## config.mk

```make
export PLATFORM = sky130hd
export DESIGN_NAME = dac_sample_pacer
export DESIGN_NICKNAME = d
export VERILOG_FILES = /design/src/rtl/dac_sample_pacer.sv
export SDC_FILE = /design/constraint.sdc
export NUM_CORES = 1
export LEC_CHECK = 0
export ABC_AREA = 1
export CORE_ASPECT_RATIO = 1.25
export CORE_MARGIN = 3
export CORE_UTILIZATION = 55
export CTS_CLUSTER_SIZE = 20
export DETAILED_ROUTE_END_ITERATION = 8
export HOLD_SLACK_MARGIN = 0.08
export PLACE_DENSITY = 0.88
export SYNTH_ARGS = -nofsm -noshare
export SYNTH_HDL_FRONTEND = slang
export SYNTH_SLANG_ARGS = --single-unit
```

## constraint.sdc

```tcl
create_clock -name clk -period 4.9 [get_ports clk]
set_clock_uncertainty 0.15 [all_clocks]
set_input_delay 0.98 -clock clk [delete_from_list [all_inputs] [get_ports clk]]
set_output_delay 0.98 -clock clk [all_outputs]
set_load 0.1 [all_outputs]
```

## src/rtl/dac_sample_pacer.sv

```systemverilog
// dac_sample_pacer: paces saturated offset-binary samples into the AD5660 SPI driver at a fixed rate
module dac_sample_pacer #(
  parameter int         IN_BITS    = 18,
  parameter int         DAC_BITS   = 16,
  parameter int         FRAME_BITS = 24,
  parameter logic [1:0] PD_MODE    = 2'b00,
  parameter int         fCLK       = 50_000_000,
  parameter int         fSAMPLE    = 48_000,
  parameter int         FIFO_DEPTH = 4
) (
  input  logic                          clk,
  input  logic                          reset,
  input  logic signed [IN_BITS-1:0]     in_data,
  input  logic                          in_valid,
  output logic                          in_ready,
  output logic [$clog2(FIFO_DEPTH):0]   fifo_level,
  input  logic                          spi_ss_n,
  output logic [FRAME_BITS-1:0]         frame,
  output logic                          go,
  output logic                          underrun,
  output logic                          missed_tick
);
  localparam int TICK_MAX = fCLK / fSAMPLE - 1;
  localparam int CW = TICK_MAX > 0 ? $clog2(TICK_MAX + 1) : 1;
  localparam int AW = $clog2(FIFO_DEPTH);
  localparam logic signed [IN_BITS-1:0] S_MAX = {{(IN_BITS-DAC_BITS+1){1'b0}}, {(DAC_BITS-1){1'b1}}};
  localparam logic signed [IN_BITS-1:0] S_MIN = ~S_MAX;
  localparam logic [DAC_BITS-1:0] MID = {1'b1, {(DAC_BITS-1){1'b0}}};
  localparam logic [FRAME_BITS-DAC_BITS-1:0] HDR = {{(FRAME_BITS-DAC_BITS-2){1'b0}}, PD_MODE};
  typedef enum logic [1:0] {IDLE, WAIT_LOW, WAIT_HIGH} state_t;
  state_t state, state_nx;
  logic [CW-1:0] cnt;
  logic [3:0] wd;
  logic [DAC_BITS-1:0] mem [FIFO_DEPTH];
  logic [AW:0] wr_ptr, rd_ptr;
  logic [DAC_BITS-1:0] sat, code;
  logic tick, push, pop, empty, full;
  assign tick = cnt == CW'(TICK_MAX);
  assign fifo_level = wr_ptr - rd_ptr;
  assign empty = fifo_level == '0;
  assign full = fifo_level == (AW+1)'(FIFO_DEPTH);
  assign in_ready = !full && !reset;
  assign push = in_valid && in_ready;
  assign pop = tick && state == IDLE && !empty;
  assign sat = in_data > S_MAX ? ~MID : in_data < S_MIN ? MID : in_data[DAC_BITS-1:0];
  assign code = {~sat[DAC_BITS-1], sat[DAC_BITS-2:0]};
  always_ff @(posedge clk)
    state <= reset ? IDLE : state_nx;
  // a driver that never pulls SS_n low releases the FSM after 16 cycles in WAIT_LOW
  always_comb begin
    state_nx = state;
    case (state)
      IDLE:      state_nx = tick ? WAIT_LOW : IDLE;
      WAIT_LOW:  state_nx = !spi_ss_n ? WAIT_HIGH : wd == 4'd15 ? IDLE : WAIT_LOW;
      WAIT_HIGH: state_nx = spi_ss_n ? IDLE : WAIT_HIGH;
      default:   state_nx = IDLE;
    endcase
  end
  always_ff @(posedge clk)
    if (push) mem[wr_ptr[AW-1:0]] <= code;
  always_ff @(posedge clk) begin
    if (reset) begin
      cnt         <= '0;
      wd          <= '0;
      wr_ptr      <= '0;
      rd_ptr      <= '0;
      frame       <= {HDR, MID};
      go          <= 1'b0;
      underrun    <= 1'b0;
      missed_tick <= 1'b0;
    end else begin
      cnt         <= tick ? '0 : cnt + 1'b1;
      wd          <= state == WAIT_LOW ? wd + 1'b1 : '0;
      go          <= tick && state == IDLE;
      underrun    <= tick && state == IDLE && empty;
      missed_tick <= tick && state != IDLE;
      if (push) wr_ptr <= wr_ptr + 1'b1;
      if (pop) begin
        frame  <= {HDR, mem[rd_ptr[AW-1:0]]};
        rd_ptr <= rd_ptr + 1'b1;
      end
    end
  end
endmodule

```

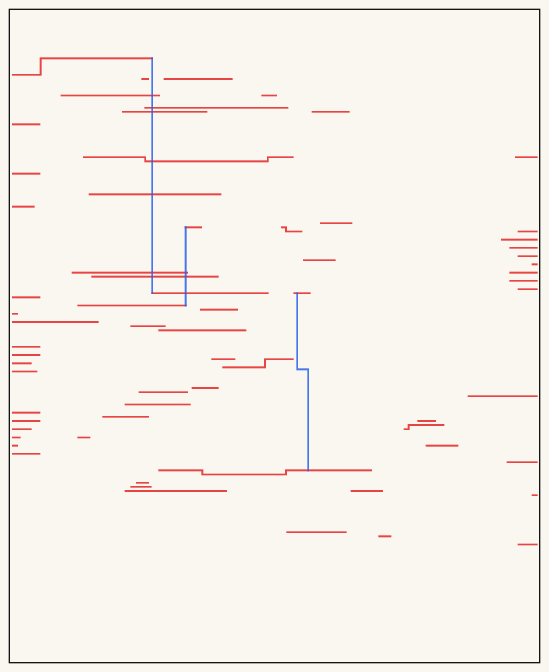
Fig. 1. Wiring by layer.
Two of the layers only.
- blue: met4 (wire length 82.8 um)
- red: met3 (wire length 532 um)

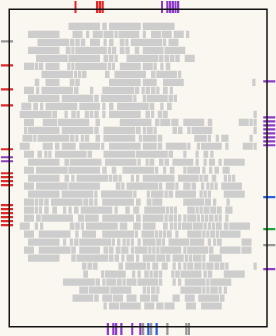
Fig. 2. Pin map.
Pins as bars across the die edge, other pins in grey.
- green: missed_tick (pins 1; direction output; edge right)
- purple: frame (pins 24; direction output; edge 10 right, 6 top, 6 bottom, 2 left)
- blue: fifo_level (pins 3; direction output; edge 2 bottom, 1 right)
- red: in_data (pins 18; direction input; edge 14 left, 4 top)

==> results_slide.txt <==
Physical Implementation Snapshot

Critical path
  – CP bufs+invs: 3
  – Reg2reg start: rd_ptr[0]$_SDFFE_PP0P_
  – Crit. path cell count: 4
  – Launching element type of the critical path: flip-flop
  – Worst EP arrival: 2560 ps
  – Worst R2R Setup Slack: 1990 ps
  – Setup CP Type: reg -> out
  – Cell Chain, Critical Path: buf_4 > ha_1 > inv_1 > clkdlybuf4s50_1
  – Family with the most delay on the worst path: buffers and inverters
  – Crit path launch: rd_ptr[0]$_SDFFE_PP0P_

Clock network
  – # Post-CTS Setup Buffers: 0
  – Latest clock arrival within the worst-skew pair: 360 ps
  – Root Driver: clkbuf_8
  – H-tree Lvls: 3
  – # hold bufs at CTS: 0
  – Sink Count: 106

Run status
  – Outcome: finished, final reports clean

Power
  – Part of the power in combinational logic: under 10%
  – Power Density: roughly 310 mW/mm^2
  – Cell internal pwr: 1220 uW
  – NetSw: 399 uW
  – Total chip power: between 1500 and 2000 uW
  – Flop pwr share: 60.2%
  – Clk pwr share: 31.3%

STA
  – Hold Vio Cnt, Final: 0
  – WHS: approximately 320 ps
  – Period minus WS final: 3690 ps
  – Worst slew margin: 11.5%
  – Final setup violation count: 0
  – RSZ-0062 raised after global routing: false
  – Setup_tns: 0 ps

Cells and area
  – Area Growth Syn to Fin: 14.0%
  – Final Cell Area: 0.00518 mm^2
  – Dominant logic cell type in the layout: nor2_1
  – CLK BUF: 12
  – Filler cell count: around 600
  – Clock-cell share of area: 3.62%
  – Logic area: 0.00144 mm^2
  – Fin nets: 542
  – Largest cell class by area: sequential cells
  – Seq/total area: 53.3%
  – Signal buffers: around 50
  – Final cell count without fillers: 610
  – Flop area: 0.00276 mm^2

Die
  – Initial Utilization: 57.3%
  – IO Pins: 53
  – Core area: roughly 0.008 mm^2
  – Site row count: 36
  – Die width: 87.3 um

Synth
  – Mapped cell area: 0.00454 mm^2
  – Mux frac, synth: 0%
  – Synthesized instance count: approximately 470
  – Top non-seq family: simple AND/OR/NAND/NOR gates
  – Yosys xor share: 0.386%
  – Yosys reg bits: 106
  – Yosys warnings: 0
  – Sequential area share after synthesis: 60.8%

Routing
  – Via density: ~5.5
  – Total vias in the final route: around 3300
  – DRT Wirelength: 9270 um
  – DR WL/cell: 15.2 um
  – Routed wl met3: roughly 530 um

Place
  – Port Buf Inserts: 44
  – Placed Instance Area: 0.00499 mm^2
  – Cells after DPL: 594
  – Dpl ws: 1400 ps
  – Gpl congestion: 0.808

Global routing
  – GRT Total Usage: 21.1%
  – First-pass GRT wire length: 15300 um
  – Global route overflow: 0
  – Initial antenna violation count: 0
  – Number of global-route vias before repair: 3278
  – Largest net degree at the start of global routing: 37

Hold path
  – Hold path cells: 2
  – Worst hold path class: reg -> reg
synthesized netlist by cell type:
cell | number | area share (%)
nand2_1 | 56 | 4.6
edfxtp_1 | 64 | 42
a211oi_1 | 1 | 0.17
nand4_1 | 6 | 0.83
dfxtp_1 | 42 | 19
o21ai_0 | 47 | 5.2
inv_2 | 2 | 0.17
o21a_1 | 1 | 0.17
buf_12 | 1 | 0.44
nor3b_1 | 4 | 0.66
nor2_4 | 1 | 0.25
inv_1 | 48 | 4.0
buf_4 | 10 | 1.7
o21ai_1 | 3 | 0.33
clkinv_1 | 1 | 0.083
o211ai_1 | 1 | 0.17
buf_2 | 6 | 0.66
fa_1 | 1 | 0.44
o22ai_1 | 1 | 0.14
nor3_1 | 3 | 0.33
or2_2 | 2 | 0.28
nand3_1 | 29 | 3.2
nand2_2 | 1 | 0.14
conb_1 | 1 | 0.083
xor2_1 | 2 | 0.39
a21oi_1 | 42 | 4.6
buf_6 | 1 | 0.25
nand3_2 | 4 | 0.88
nor2_1 | 70 | 5.8
clkbuf_1 | 10 | 0.83
ha_1 | 9 | 2.5
registers in the layout, summed over array words and instances, names as in the netlist:
| name | count |
|---|---|
| wd | 4 |
| cnt | 11 |
| underrun | 1 |
| state | 2 |
| go | 1 |
| rd_ptr | 3 |
| frame | 16 |
| mem | 64 |
| wr_ptr | 3 |
| missed_tick | 1 |
power by group through the flow:
stage          registers, uW  clock network, uW  logic (uW)
2_1_floorplan            993                  0         102
3_3_place_gp             994                  0         132
3_5_place_dp             995                  0         138
4_1_cts                  974                516         139
5_1_grt                  976                552         149
6_report                 975                507         139
metal layers:
layer	vias up	GRT usage, %
met3	6	4.52
li1	1647	-
met1	1576	25.3
met5	-	0
met4	0	6.58
met2	108	37.4
No activity file was given, so power comes from the tool's default toggle rates.
